==> run_1/pinout.png <==
(4 px per µm) Pins as bars across the die edge, other pins in gray.
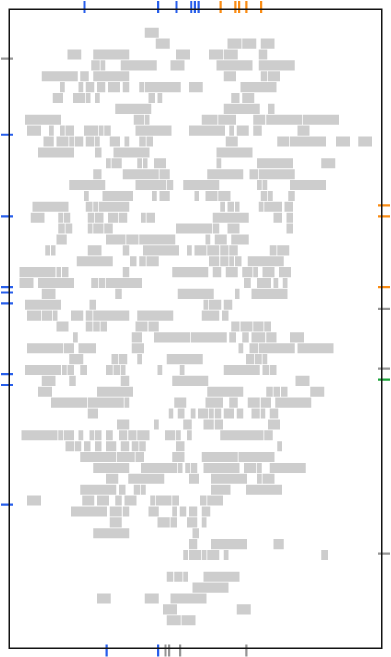
==> run_1/congestion_map.png <==
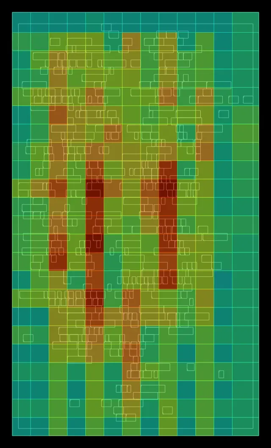
==> run_1/gates.png <==
(2 px per µm)
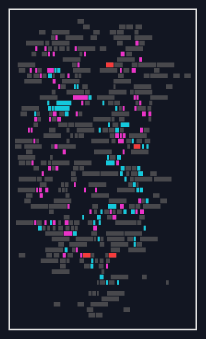
File: src/rtl/tu_chain_ctrl_pkg.sv
// rtl/tu_chain_ctrl_pkg.sv - shared types and helpers for the test-unit chain controller
// Contents: tu_state_e FSM encoding, default TIMEOUT, saturating increment.
package tu_chain_pkg;

  typedef enum logic [2:0] {
    IDLE,
    LAUNCH,
    WAIT_HI,
    RETIRE,
    WAIT_LO,
    FINISH
  } tu_state_e;

  localparam int TIMEOUT_DEFAULT = 1024;

  // Callers pass their own all-ones limit (sized by a local localparam) and
  // truncate the result back to their width.
  function automatic logic [31:0] sat_inc(input logic [31:0] value, input logic [31:0] limit);
    return (value >= limit) ? value : value + 32'd1;
  endfunction

endpackage

File: src/rtl/tu_chain_ctrl_if.sv
// rtl/tu_chain_ctrl_if.sv - sequencer and chain-token signals of the chain controller
// Signals: start, up_pass (into controller); down_pass, busy, done, pass_ok,
//          timeout, latency[CNT_W], run_cnt[RUN_W] (out of controller).
// Modports: master = controller side, slave = sequencer/chain side.
interface tu_chain_ctrl_if #(
  parameter int CNT_W = 16,
  parameter int RUN_W = 8
);
  logic             start;
  logic             up_pass;
  logic             down_pass;
  logic             busy;
  logic             done;
  logic             pass_ok;
  logic             timeout;
  logic [CNT_W-1:0] latency;
  logic [RUN_W-1:0] run_cnt;

  modport master (
    input  start, up_pass,
    output down_pass, busy, done, pass_ok, timeout, latency, run_cnt
  );

  modport slave (
    output start, up_pass,
    input  down_pass, busy, done, pass_ok, timeout, latency, run_cnt
  );
endinterface

File: src/rtl/tu_chain_ctrl_wait_timer.sv
// rtl/tu_chain_ctrl_wait_timer.sv - shared wait-state cycle counter with expiry compare
// Ports: clock, rst_n (async active-low), clear (sync zero), enable (count),
//        expired (high while enabled on the TIMEOUT-th counted cycle or later).
module tu_wait_timer
  import tu_chain_pkg::*;
#(
  parameter int CNT_W   = 16,
  parameter int TIMEOUT = TIMEOUT_DEFAULT
) (
  input  logic clock,
  input  logic rst_n,
  input  logic clear,
  input  logic enable,
  output logic expired
);
  localparam logic [31:0]      CNT_MAX = 32'({CNT_W{1'b1}});
  localparam logic [CNT_W-1:0] LAST    = CNT_W'(TIMEOUT - 1);

  logic [CNT_W-1:0] count;

  always_ff @(posedge clock or negedge rst_n) begin
    if (!rst_n) begin
      count <= '0;
    end else if (clear) begin
      count <= '0;
    end else if (enable) begin
      count <= CNT_W'(sat_inc(32'(count), CNT_MAX));
    end
  end

  // count is 0 on the first wait cycle, so TIMEOUT-1 marks the TIMEOUT-th one.
  assign expired = enable && (count >= LAST);

endmodule

File: src/rtl/tu_chain_ctrl.sv
// rtl/tu_chain_ctrl.sv - head/tail controller that launches a pass token down a test-unit chain
// Ports: clock, rst_n (async active-low), bus (tu_chain_ctrl_if.master):
//        start in, up_pass in (token back from last unit), down_pass out (token
//        into first unit), busy, done, pass_ok, timeout, latency, run_cnt out.
module tu_chain_ctrl
  import tu_chain_pkg::*;
#(
  parameter int TIMEOUT = TIMEOUT_DEFAULT,
  parameter int CNT_W   = 16,
  parameter int RUN_W   = 8
) (
  input  logic           clock,
  input  logic           rst_n,
  tu_chain_ctrl_if.master bus
);
  localparam logic [31:0] LAT_MAX = 32'({CNT_W{1'b1}});

  tu_state_e        state;
  logic             up_q;
  logic             down_pass;
  logic             busy;
  logic             done;
  logic             pass_ok;
  logic             timeout;
  logic [CNT_W-1:0] lat_cnt;
  logic [CNT_W-1:0] latency;
  logic [RUN_W-1:0] run_cnt;
  logic             tmr_clear;
  logic             tmr_en;
  logic             expired;
  logic [CNT_W-1:0] lat_next;

  assign tmr_clear = (state == LAUNCH) || (state == RETIRE);
  assign tmr_en    = (state == WAIT_HI) || (state == WAIT_LO);
  assign lat_next  = CNT_W'(sat_inc(32'(lat_cnt), LAT_MAX));

  tu_wait_timer #(
    .CNT_W   (CNT_W),
    .TIMEOUT (TIMEOUT)
  ) u_wait_timer (
    .clock   (clock),
    .rst_n   (rst_n),
    .clear   (tmr_clear),
    .enable  (tmr_en),
    .expired (expired)
  );

  // Outputs are updated on the edge that enters a state, so down_pass/busy/done
  // are valid during the state they belong to. The detecting WAIT_HI cycle is
  // itself counted, which folds the up_q register stage into latency.
  always_ff @(posedge clock or negedge rst_n) begin
    if (!rst_n) begin
      state     <= IDLE;
      up_q      <= 1'b0;
      down_pass <= 1'b0;
      busy      <= 1'b0;
      done      <= 1'b0;
      pass_ok   <= 1'b0;
      timeout   <= 1'b0;
      lat_cnt   <= '0;
      latency   <= '0;
      run_cnt   <= '0;
    end else begin
      up_q <= bus.up_pass;
      done <= 1'b0;
      case (state)
        IDLE: begin
          if (bus.start) begin
            timeout <= 1'b0;
            lat_cnt <= '0;
            latency <= '0;
            busy    <= 1'b1;
            if (up_q) begin
              // Token already present: the chain is dirty, fail without launching.
              state   <= FINISH;
              timeout <= 1'b1;
              pass_ok <= 1'b0;
              done    <= 1'b1;
            end else begin
              state     <= LAUNCH;
              down_pass <= 1'b1;
            end
          end
        end
        LAUNCH: state <= WAIT_HI;
        WAIT_HI: begin
          lat_cnt <= lat_next;
          // Arrival is checked before expiry so a same-cycle race succeeds.
          if (up_q) begin
            latency   <= lat_next;
            state     <= RETIRE;
            down_pass <= 1'b0;
          end else if (expired) begin
            timeout   <= 1'b1;
            pass_ok   <= 1'b0;
            state     <= RETIRE;
            down_pass <= 1'b0;
          end
        end
        RETIRE: state <= WAIT_LO;
        WAIT_LO: begin
          if (!up_q || expired) begin
            state <= FINISH;
            done  <= 1'b1;
            if (!up_q && !timeout) begin
              pass_ok <= 1'b1;
              run_cnt <= run_cnt + 1'b1;
            end else begin
              pass_ok <= 1'b0;
              timeout <= 1'b1;
            end
          end
        end
        FINISH: begin
          state <= IDLE;
          busy  <= 1'b0;
        end
        default: begin
          state     <= IDLE;
          down_pass <= 1'b0;
          busy      <= 1'b0;
        end
      endcase
    end
  end

  assign bus.down_pass = down_pass;
  assign bus.busy      = busy;
  assign bus.done      = done;
  assign bus.pass_ok   = pass_ok;
  assign bus.timeout   = timeout;
  assign bus.latency   = latency;
  assign bus.run_cnt   = run_cnt;

endmodule

File: src/flat_wrapper.sv
// flat-port wrapper written by rule: the top's interface ports become plain ports
module tu_chain_ctrl_flat import tu_chain_pkg::*;
#(
  parameter int TIMEOUT = TIMEOUT_DEFAULT,
  parameter int CNT_W   = 16,
  parameter int RUN_W   = 8
)
  (clock, rst_n, bus_start, bus_up_pass, bus_down_pass, bus_busy, bus_done, bus_pass_ok, bus_timeout, bus_latency, bus_run_cnt);
  tu_chain_ctrl_if #(.CNT_W(CNT_W), .RUN_W(RUN_W)) bus_i ();
  input  logic clock;
  input  logic rst_n;
  input wire logic [$bits(bus_i.start)-1:0] bus_start;
  input wire logic [$bits(bus_i.up_pass)-1:0] bus_up_pass;
  output wire logic [$bits(bus_i.down_pass)-1:0] bus_down_pass;
  output wire logic [$bits(bus_i.busy)-1:0] bus_busy;
  output wire logic [$bits(bus_i.done)-1:0] bus_done;
  output wire logic [$bits(bus_i.pass_ok)-1:0] bus_pass_ok;
  output wire logic [$bits(bus_i.timeout)-1:0] bus_timeout;
  output wire logic [$bits(bus_i.latency)-1:0] bus_latency;
  output wire logic [$bits(bus_i.run_cnt)-1:0] bus_run_cnt;
  assign bus_i.start = bus_start;
  assign bus_i.up_pass = bus_up_pass;
  assign bus_down_pass = bus_i.down_pass;
  assign bus_busy = bus_i.busy;
  assign bus_done = bus_i.done;
  assign bus_pass_ok = bus_i.pass_ok;
  assign bus_timeout = bus_i.timeout;
  assign bus_latency = bus_i.latency;
  assign bus_run_cnt = bus_i.run_cnt;
  tu_chain_ctrl #(.TIMEOUT(TIMEOUT), .CNT_W(CNT_W), .RUN_W(RUN_W)) u_core (.clock(clock), .rst_n(rst_n), .bus(bus_i));
endmodule
File: config.mk
export PLATFORM = sky130hd
export DESIGN_NAME = tu_chain_ctrl_flat
export DESIGN_NICKNAME = d
export VERILOG_FILES = /design/src/rtl/tu_chain_ctrl_pkg.sv /design/src/rtl/tu_chain_ctrl_if.sv /design/src/rtl/tu_chain_ctrl_wait_timer.sv /design/src/rtl/tu_chain_ctrl.sv /design/src/flat_wrapper.sv
export SDC_FILE = /design/constraint.sdc
export NUM_CORES = 1
export LEC_CHECK = 0
export CAP_MARGIN = 10
export CORE_ASPECT_RATIO = 1.75
export CORE_MARGIN = 2
export CORE_UTILIZATION = 25
export CTS_CLUSTER_SIZE = 8
export DETAILED_ROUTE_END_ITERATION = 12
export PLACE_DENSITY_LB_ADDON = 0.2
export SLEW_MARGIN = 20
export SYNTH_ARGS = -nofsm -noshare
export SYNTH_HDL_FRONTEND = slang
export SYNTH_SLANG_ARGS = --single-unit
File: constraint.sdc
create_clock -name clock -period 6 [get_ports clock]
set_input_delay 1.8 -clock clock [delete_from_list [all_inputs] [get_ports clock]]
set_output_delay 1.8 -clock clock [all_outputs]
set_load 0.03 [all_outputs]
==> metrics.yaml, run 1 <==
flop_cell: "sky130_fd_sc_hd__dfrtp_1"
startpoint_type: "input pin"
post_synth_most_frequent_cells: "sky130_fd_sc_hd__dfrtp_1, sky130_fd_sc_hd__nand2_1, sky130_fd_sc_hd__nor2_1, sky130_fd_sc_hd__a21oi_1"
fp.coreArea_mm2: 0.01345
route.vias.total: 2854
timing.critical_path.max_delay_family: "simple AND/OR/NAND/NOR gates"
power.clock.fraction_pct: 32.3
tritoncts.num_buffers: 9
r2r_slack_ps: 3470
routed-wl-met3_um: 200
power.net_switching_w: 0.0006345
gr_util_met1_pct: 14.53
finalWeightedCongestion: 0.8047
preCtsSetupSlack_ps: 1873
cp.required_ps: 6200
syn_avg_cell_area_um2: 9.552
initial_utilization_pct: 25.63
cts_sinks: 65
grt_setup_unrepaired: "false"
critical_path.endpoint: "u_core.bus.latency[15]"
timing.critical_path.slowest_cell_delay_ps: 580
insertion_delay_late_pin_ps: 330
n_sequential_cell: 65
combinational_gates: 275
max-vdd-ir-drop_mv: 0.1679
drt-initial-drc-count: 168
global_route.usage.met2_pct: 24.41
seqCellArea_mm2: 0.001627
combGateArea_mm2: 0.001728
initial_antenna_violation_count: 0
fin_total_pwr_w: 0.001677
fin_hold_ws_ps: 472.0
clock_buffer_count: 12
final-hold-violation-count: 0
setup_total_negative_slack_ps: 0
flow.area_growth_from_synthesis_pct: 22.97
routedLengthMet1_um: 3725
worst_hold_startpoint: "u_core.bus.run_cnt[7]"
areal_power_density_over_the_cells_mw_per_mm2: 395.4
yosysWarnings: 0
place_hpwl_um: 6537
max_slew_margin_pct: 43.75
cpMaxStageDelayCell: "sky130_fd_sc_hd__nand2_1"
overflow: 0
die_h_um: 159.4
layout.nonclk_buf_share_pct: 7.967
rows: 56
final_net_count: 399
tap-cell-count: 174
distinct_cell_type_count_after_synthesis: 56
number_of_placed_i_o_pins: 33
gr-max-usage-layer: "met2"
cp_num_buf_inv: 1
synth_adder_area_share_pct: 1.089
p_sw_share_pct: 37.84
pwr-share-seq_pct: 36.8
antenna_violation_net_count_after_detailed_routing: 0
sh_comb_area_pct: 40.75
comb_power_share_pct: 31.0
grt_pass1_vias: 3016
count_of_hold_fix_buffers_inserted_at_cts: 0
cts.root.buffer_cell: "sky130_fd_sc_hd__clkbuf_16"
fmax_ghz: 0.2673
top_cells_by_area: "sky130_fd_sc_hd__dfrtp_1, sky130_fd_sc_hd__nand2_1, sky130_fd_sc_hd__a21oi_1"
final_layout_size_suffix_gt1_share_pct: 9.572
yosys-stat-area_mm2: 0.003448
grt_first_pass_wirelength_um: 15550
timing.critical_path.arrival_ps: 3940
fillCellCount: 1420
worst-slew-pin-transition_ps: 836.9
num-nonclk-buffers: 35
seqAreaFraction_pct: 38.36
netlist_logic_family_top: "simple AND/OR/NAND/NOR gates"
clk_transition_reported_paths_ps: 60
xor_area_share_pct: 5.334
final_critical_path_setup_slack_ps: 2259
drc: 0
power.group.top: "registers"
worstSetupStartpoint: "bus_start"
timing.final.crit_period_ps: 3741
end_kind: "flop"
clock_power_w: 0.000541
n_antenna_cell: 0
dieWidth_um: 92.78
buffer_ports.inserted: 32
worstReg2RegEnd: "u_core.bus.latency[15]"
synth_compound_gate_area_share_pct: 18.11
ys_sh_mux_pct: 1.270
timing.hold.worst_endpoint: "u_core.bus.run_cnt[7]"
detail_route.wirelength_um: 9200
simple_gate_share_pct: 24.31
path_class: "in2reg"
clock_cell_area_share_pct: 7.259
outcome: "completed"
finalSetupViolations: 0
reg_top3: "u_core.bus.latency: 16 flops, u_core.lat_cnt: 16 flops, u_core.u_wait_timer.count: 16 flops"
gr_layer_usage_met3_pct: 2.934
cp_max_fo: 22
met2_wirelength_um: 5113
pin_count_of_the_biggest_net_entering_global_routing: 62
reg2regPathDepth: 5
fin_area_mm2: 0.004240
fin_crit_sh_pct: 62.35
top_area_share_pct: 47.17
internal_power_w: 0.001042
synthesis.instances: 361
avg_wl_per_cell_um: 16.11
path_cells: "clkdlybuf4s50_1 > mux2_2 > nand2_1 > nor2_2 > nand3_1 > or3b_1"
layout.non_clock_inverters: 6
instances_no_fill: 571
placed_cells_incl_taps: 555
cts_setup_buffers: 0
design.die.area_mm2: 0.01479
cts.repair.resized: 0
post_placement_cell_area_mm2: 0.003933
clock_tree.buffer_depth: 2
comb-power_w: 0.000519
final_cell_mix: "sky130_fd_sc_hd__dfrtp_1, sky130_fd_sc_hd__nand2_1, sky130_fd_sc_hd__clkdlybuf4s50_1"
cts_tree: "done"
area_dominant_class: "multi-input combinational cells"
synth.yosys.num_cells: 361
synth.cell_area_mm2: 0.003448
yosys.cell_count.top_type: "sky130_fd_sc_hd__dfrtp_1"
worst_clock_skew_ps: 10.77
synth.yosys.seq_area_share_pct: 47.17
drv_slew: 0
-- pinout.png (at the start) --
[blue] bus_latency | pins: 16 | direction: output | edge: 8 west, 6 north, 2 south
[orange] bus_run_cnt | pins: 8 | direction: output | edge: 5 north, 3 east
[green] bus_timeout | pins: 1 | direction: output | edge: east
all pins by edge: 11 north, 9 west, 7 east, 6 south

-- congestion_map.png (at the start) --
overall routing resource usage: 13.41%
fin util: 31.52%

-- gates.png (at the start) --
[magenta] nand cells | cells: 75 | most used: nand2_1
[red] mux cells | cells: 4 | most used: mux2_2
[cyan] nor cells | cells: 55 | most used: nor2_1

==> run_1/ff_map.png <==
(2 px per µm)
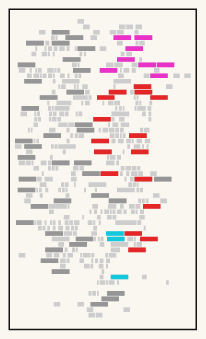

==> inputs of run 2 (changes only) <==
Clock period 6 ns to 3.65 ns, I/O delays scaled along.
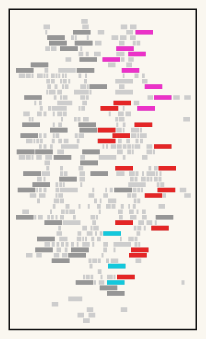
(run_2/ff_map.png)
(2 px per µm)
[cyan] u_core.state | sequential cells: 3
[magenta] u_core.bus.run_cnt | sequential cells: 8
[red] u_core.u_wait_timer.count | sequential cells: 16
not colored: 38

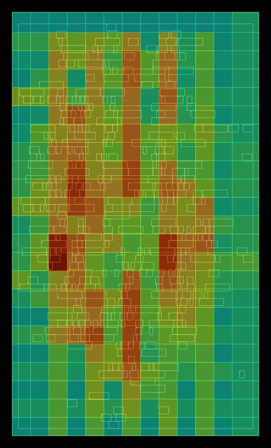
(run_2/congestion_map.png)
GR Util met1: 14.87%
GR Layer Usage met3: 2.272%

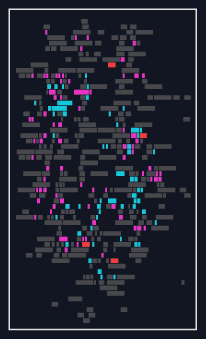
(run_2/gates.png)
(2 px per µm)
[magenta] nand cells | cells: 75 | most used: nand2_1
[cyan] nor cells | cells: 55 | most used: nor2_1
[red] mux cells | cells: 4 | most used: mux2_2

==> metrics.yaml, run 2 <==
end_kind: "output pin"
placed_cells_incl_taps: 556
combinational_gates: 275
fillCellCount: 1439
worst_hold_startpoint: "u_core.bus.latency[10]"
cp_max_fo: 5
count_of_hold_fix_buffers_inserted_at_cts: 0
layout.nonclk_buf_share_pct: 8.499
areal_power_density_over_the_cells_mw_per_mm2: 627.9
insertion_delay_late_pin_ps: 330
flop_cell: "sky130_fd_sc_hd__dfrtp_1"
n_sequential_cell: 65
overall_routing_resource_usage_pct: 13.43
cts.repair.resized: 0
initial_antenna_violation_count: 0
simple_gate_share_pct: 24.31
tritoncts.num_buffers: 9
power.clock.fraction_pct: 29.2
pwr-share-seq_pct: 38.5
fp.coreArea_mm2: 0.01345
drt-initial-drc-count: 159
rows: 56
cts_sinks: 65
met2_wirelength_um: 5127
combGateArea_mm2: 0.001728
top_area_share_pct: 47.17
buffer_ports.inserted: 32
routed-wl-met3_um: 189
critical_path.endpoint: "bus_run_cnt[2]"
gr-max-usage-layer: "met2"
clock_tree.buffer_depth: 2
max_slew_margin_pct: 40.50
worst-slew-pin-transition_ps: 885.2
routedLengthMet1_um: 3744
clock_power_w: 0.000771
reg_top3: "u_core.bus.latency: 16 flops, u_core.lat_cnt: 16 flops, u_core.u_wait_timer.count: 16 flops"
instances_no_fill: 572
number_of_placed_i_o_pins: 33
dieWidth_um: 92.78
timing.critical_path.max_delay_family: "buffers and inverters"
final_cell_mix: "sky130_fd_sc_hd__dfrtp_1, sky130_fd_sc_hd__nand2_1, sky130_fd_sc_hd__clkdlybuf4s50_1"
drc: 0
worst_clock_skew_ps: 7.184
overflow: 0
layout.non_clock_inverters: 6
area_dominant_class: "multi-input combinational cells"
final-hold-violation-count: 0
cts_setup_buffers: 0
max-vdd-ir-drop_mv: 0.2652
fin_area_mm2: 0.004210
path_cells: "clkdlybuf4s50_1"
netlist_logic_family_top: "simple AND/OR/NAND/NOR gates"
initial_utilization_pct: 25.63
timing.hold.worst_endpoint: "u_core.bus.latency[10]"
worstSetupStartpoint: "u_core.bus.run_cnt[2]"
p_sw_share_pct: 38.95
yosys-stat-area_mm2: 0.003448
timing.critical_path.arrival_ps: 1470
power.group.top: "registers"
antenna_violation_net_count_after_detailed_routing: 0
yosys.cell_count.top_type: "sky130_fd_sc_hd__dfrtp_1"
yosysWarnings: 0
flow.area_growth_from_synthesis_pct: 22.10
cp.required_ps: 2550
synth.yosys.num_cells: 361
path_class: "reg2out"
fin_crit_sh_pct: 70.39
route.vias.total: 2887
seqCellArea_mm2: 0.001627
finalWeightedCongestion: 0.8017
distinct_cell_type_count_after_synthesis: 56
final_critical_path_setup_slack_ps: 1081
tap-cell-count: 174
cts.root.buffer_cell: "sky130_fd_sc_hd__clkbuf_16"
syn_avg_cell_area_um2: 9.552
cts_tree: "done"
xor_area_share_pct: 5.334
clock_cell_area_share_pct: 6.122
top_cells_by_area: "sky130_fd_sc_hd__dfrtp_1, sky130_fd_sc_hd__nand2_1, sky130_fd_sc_hd__a21oi_1"
grt_setup_unrepaired: "false"
synthesis.instances: 361
sh_comb_area_pct: 41.04
synth_compound_gate_area_share_pct: 18.11
worstReg2RegEnd: "u_core.bus.latency[7]"
preCtsSetupSlack_ps: 861.1
fin_hold_ws_ps: 469.2
finalCoreUtilization_pct: 31.30
grt_first_pass_wirelength_um: 15500
seqAreaFraction_pct: 38.63
post_placement_cell_area_mm2: 0.003953
finalSetupViolations: 0
final_layout_size_suffix_gt1_share_pct: 9.045
fmax_ghz: 0.3892
cp_num_buf_inv: 1
final_net_count: 400
design.die.area_mm2: 0.01479
r2r_slack_ps: 1430
pin_count_of_the_biggest_net_entering_global_routing: 39
outcome: "completed"
n_antenna_cell: 0
synth_adder_area_share_pct: 1.089
startpoint_type: "flop"
clk_transition_reported_paths_ps: 60
setup_total_negative_slack_ps: 0
Power figures rest on the tool's default switching activity, not on a simulated workload.
